### src/rtl/fetch_redirect_ctrl.sv
// rtl/fetch_redirect_ctrl.sv - fetch redirect, flush and halt controller with branch statistics
//
// Ports:
//   clk, rst                  clock and synchronous active-high reset
//   load_use_hazard           hazard unit asks to hold IF
//   halt_req, resume          halt request / release pulses
//   br_valid, br_pc, br_taken, br_target
//                             branch resolved in EX this cycle
//   pred_taken, pred_target   prediction carried down with that branch
//   pc_en, pc_stall           PC register enable / hold request
//   isbj, succeed, g_addr     predictor update strobe, outcome and corrected next address
//   flush_if, flush_id        kill IF/ID and ID/EX registers
//   halted                    controller sits in HALT
//   br_cnt, miss_cnt          saturating resolved-branch / mispredict counters
module fetch_redirect_ctrl #(
  parameter int ADDR_W    = 10,
  parameter int FLUSH_CYC = 2,
  parameter int CNT_W     = 16
) (
  input  logic              clk,
  input  logic              rst,
  input  logic              load_use_hazard,
  input  logic              halt_req,
  input  logic              resume,
  input  logic              br_valid,
  input  logic [ADDR_W-1:0] br_pc,
  input  logic              br_taken,
  input  logic [ADDR_W-1:0] br_target,
  input  logic              pred_taken,
  input  logic [ADDR_W-1:0] pred_target,
  output logic              pc_en,
  output logic              pc_stall,
  output logic              isbj,
  output logic              succeed,
  output logic [ADDR_W-1:0] g_addr,
  output logic              flush_if,
  output logic              flush_id,
  output logic              halted,
  output logic [CNT_W-1:0]  br_cnt,
  output logic [CNT_W-1:0]  miss_cnt
);

  typedef enum logic [1:0] {S_RUN, S_FLUSH, S_HALT} state_t;

  // The mispredict cycle is itself a flush cycle, so FLUSH lasts FLUSH_CYC
  // more cycles: the counter counts down from FLUSH_CYC-1 to 0.
  localparam logic [2:0] FLUSH_LOAD = 3'(FLUSH_CYC - 1);

  state_t      state, state_nxt;
  logic [2:0]  flush_cnt, flush_cnt_nxt;
  logic        halt_pend, halt_pend_nxt;
  logic        accept;
  logic        mispredict;

  // A not-taken branch is correct on direction alone; the target only matters when taken.
  assign succeed    = (pred_taken == br_taken) && (!br_taken || (pred_target == br_target));
  assign g_addr     = br_taken ? br_target : br_pc + ADDR_W'(1);
  assign accept     = br_valid && (state == S_RUN);
  assign mispredict = accept && !succeed;

  always_ff @(posedge clk) begin
    if (rst) begin
      state     <= S_RUN;
      flush_cnt <= 3'd0;
      halt_pend <= 1'b0;
      br_cnt    <= '0;
      miss_cnt  <= '0;
    end else begin
      state     <= state_nxt;
      flush_cnt <= flush_cnt_nxt;
      halt_pend <= halt_pend_nxt;
      if (accept && (br_cnt != '1)) begin
        br_cnt <= br_cnt + CNT_W'(1);
      end
      if (mispredict && (miss_cnt != '1)) begin
        miss_cnt <= miss_cnt + CNT_W'(1);
      end
    end
  end

  always_comb begin
    state_nxt     = state;
    flush_cnt_nxt = flush_cnt;
    halt_pend_nxt = halt_pend;
    case (state)
      S_RUN: begin
        if (mispredict) begin
          // The redirect wins; a coincident halt request is remembered for after the flush.
          state_nxt     = S_FLUSH;
          flush_cnt_nxt = FLUSH_LOAD;
          halt_pend_nxt = halt_req;
        end else if (halt_req) begin
          state_nxt = S_HALT;
        end
      end
      S_FLUSH: begin
        if (flush_cnt == 3'd0) begin
          state_nxt = (halt_pend || halt_req) ? S_HALT : S_RUN;
        end else begin
          flush_cnt_nxt = flush_cnt - 3'd1;
        end
      end
      S_HALT: begin
        halt_pend_nxt = 1'b0;
        if (resume) begin
          state_nxt = S_RUN;
        end
      end
      default: state_nxt = S_RUN;
    endcase
  end

  always_comb begin
    pc_en    = 1'b1;
    pc_stall = 1'b0;
    isbj     = 1'b0;
    flush_if = 1'b0;
    flush_id = 1'b0;
    halted   = 1'b0;
    case (state)
      S_RUN: begin
        isbj = accept;
        if (mispredict) begin
          flush_if = 1'b1;
          flush_id = 1'b1;
        end else begin
          pc_stall = load_use_hazard;
        end
      end
      S_FLUSH: begin
        flush_if = 1'b1;
        flush_id = 1'b1;
      end
      S_HALT: begin
        pc_en    = 1'b0;
        pc_stall = 1'b1;
        halted   = 1'b1;
      end
      default: ;
    endcase
  end

endmodule
### config.mk
export PLATFORM = sky130hd
export DESIGN_NAME = fetch_redirect_ctrl
export DESIGN_NICKNAME = d
export VERILOG_FILES = /design/src/rtl/fetch_redirect_ctrl.sv
export SDC_FILE = /design/constraint.sdc
export NUM_CORES = 1
export LEC_CHECK = 0
export CORE_MARGIN = 2
export CORE_UTILIZATION = 45
export CTS_BUF_LIST = sky130_fd_sc_hd__clkbuf_4 sky130_fd_sc_hd__clkbuf_8 sky130_fd_sc_hd__clkbuf_16
export CTS_CLUSTER_DIAMETER = 200
export DETAILED_ROUTE_END_ITERATION = 12
export MAX_ROUTING_LAYER = met4
export PLACE_DENSITY = 0.85
export SYNTH_ARGS = -nofsm -noshare
export SYNTH_HDL_FRONTEND = slang
export SYNTH_SLANG_ARGS = --single-unit
### constraint.sdc
create_clock -name clk -period 2.67 [get_ports clk]
set_input_delay 0.534 -clock clk [delete_from_list [all_inputs] [get_ports clk]]
set_output_delay 0.534 -clock clk [all_outputs]
set_load 0.05 [all_outputs]
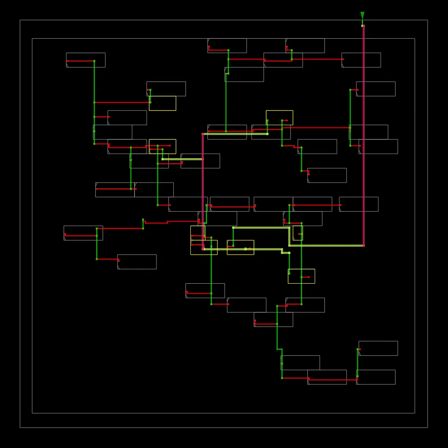
final_clocks.png
number of CTS-inserted buffers: 5
Seq Cell Count: 38
clock latency on the worst-skew pair: 0.29 ns

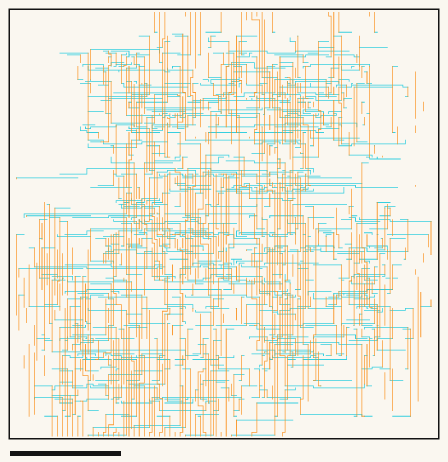
metal_stack.png
Scale bar: 20 um. Only two layers are drawn.
colour	layer	wire length
cyan	met1	2,860 um
orange	met2	3,880 um

stage by stage:
step	hold WS [ns]	setup slack [ns]	total power, mW	cells
after floorplan	0.4467	-0.05581	0.8556	298
after global placement	0.4604	-0.1977	1.073	464
after detailed placement	0.4651	-0.2188	1.084	464
after CTS	0.4802	0.0008515	1.502	474
after global routing	0.5020	-0.007938	1.568	475
final	0.4792	0.05642	1.508	475
sequential cells by signal (all words and copies together), names as in the netlist:
name and flops:
miss_cnt 16, state 2, flush_cnt 3, br_cnt 16, halt_pend 1
Yosys cell counts (2+ instances only):
master	n	area (um2)
clkbuf_1	9	33.78
nand4_1	15	93.84
o31a_1	2	17.52
nor3b_1	2	15.01
nor3_4	2	32.53
and4_1	6	52.55
xor2_1	17	148.9
mux2i_1	3	30.03
o211ai_1	2	15.01
o21a_1	2	15.01
and3_1	5	31.28
o311ai_0	2	17.52
o31ai_1	4	30.03
buf_4	2	15.01
mux2_2	2	22.52
ha_1	5	62.56
nor2b_1	3	18.77
a21oi_1	16	80.08
nor2_1	23	86.33
or3_1	9	56.30
o41ai_1	2	17.52
nand3_1	21	105.1
nor4_1	4	25.02
o21ai_0	25	125.1
nand2_1	21	78.83
or4_1	4	30.03
xnor2_1	14	122.6
inv_1	11	41.29
dfxtp_1	38	760.7
nor3_1	6	30.03
or2_2	5	31.28
critical path, cell delays in order:
cell	delay [ns]
clkdlybuf4s50_1	0.49
and4_1	0.21
and4_4	0.24
nand3_2	0.09
xor2_1	0.17
o21ai_2	0.19
buf_12	0.16
power by group through the flow:
stage | combinational [mW] | clock, mW | sequential (mW)
after floorplan | 0.224 | 0 | 0.631
after global placement | 0.462 | 0 | 0.611
after detailed placement | 0.471 | 0 | 0.613
after CTS | 0.479 | 0.423 | 0.599
after global routing | 0.515 | 0.450 | 0.603
final | 0.487 | 0.421 | 0.601
==> reports/qor.yml <==
result_of_the_run: "complete, no violations"
timing.final.hold_violations: 0
cts_hold_buf: 0
mux_area_share_pct: 2.196
h-tree-depth: 2
clock_network_contribution_to_total_cell_area_pct: 2.532
cellPowerDensity_nw_per_um2: 401.5
fill_cells: 396
aoi_share_pct: 16.31
ys_ff: 38
worstPathMaxFanout: 2
warnings: 28
worst_r2r_path_depth: 7
first_global_vias: 2625
fp-row-count: 26
post_synth_main_logic_family: "simple AND/OR/NAND/NOR gates"
stdcell_area_um2: 3756
met2_track_utilization_from_global_routing_pct: 45.88
top_area_cell_class: "logic gates"
seq_power_share_pct: 39.8
maxCapViolations: 0
r2r_start: "miss_cnt[0]$_SDFFE_PP0P_"
switching_power_uw: 495.7
worst_setup_path_startpoint: "br_pc[5]"
post_route_cells_drive_above_1_share_pct: 18.27
post_synth_xor_area_fraction_pct: 11.34
met2_wire_len_um: 3877
antenna_left: 0
remaining_drc_errors: 0
route.detailed.vias_per_inst: 5.680
critical_path_class: "primary input to output port"
power.switching_fraction_pct: 32.87
category_of_the_worst_setup_path_capture_point: "output port"
logic_gates: 236
finalMaxSlewViolations: 0
clock_tree.buffer_depth: 2
top_layer: "met4"
tritoncts: "built"
comb_share_pct: 42.41
die_w_um: 76.93
met3_length_um: 338
postCtsSetupBuffers: 2
No activity file was given, so power comes from the tool's default toggle rates.
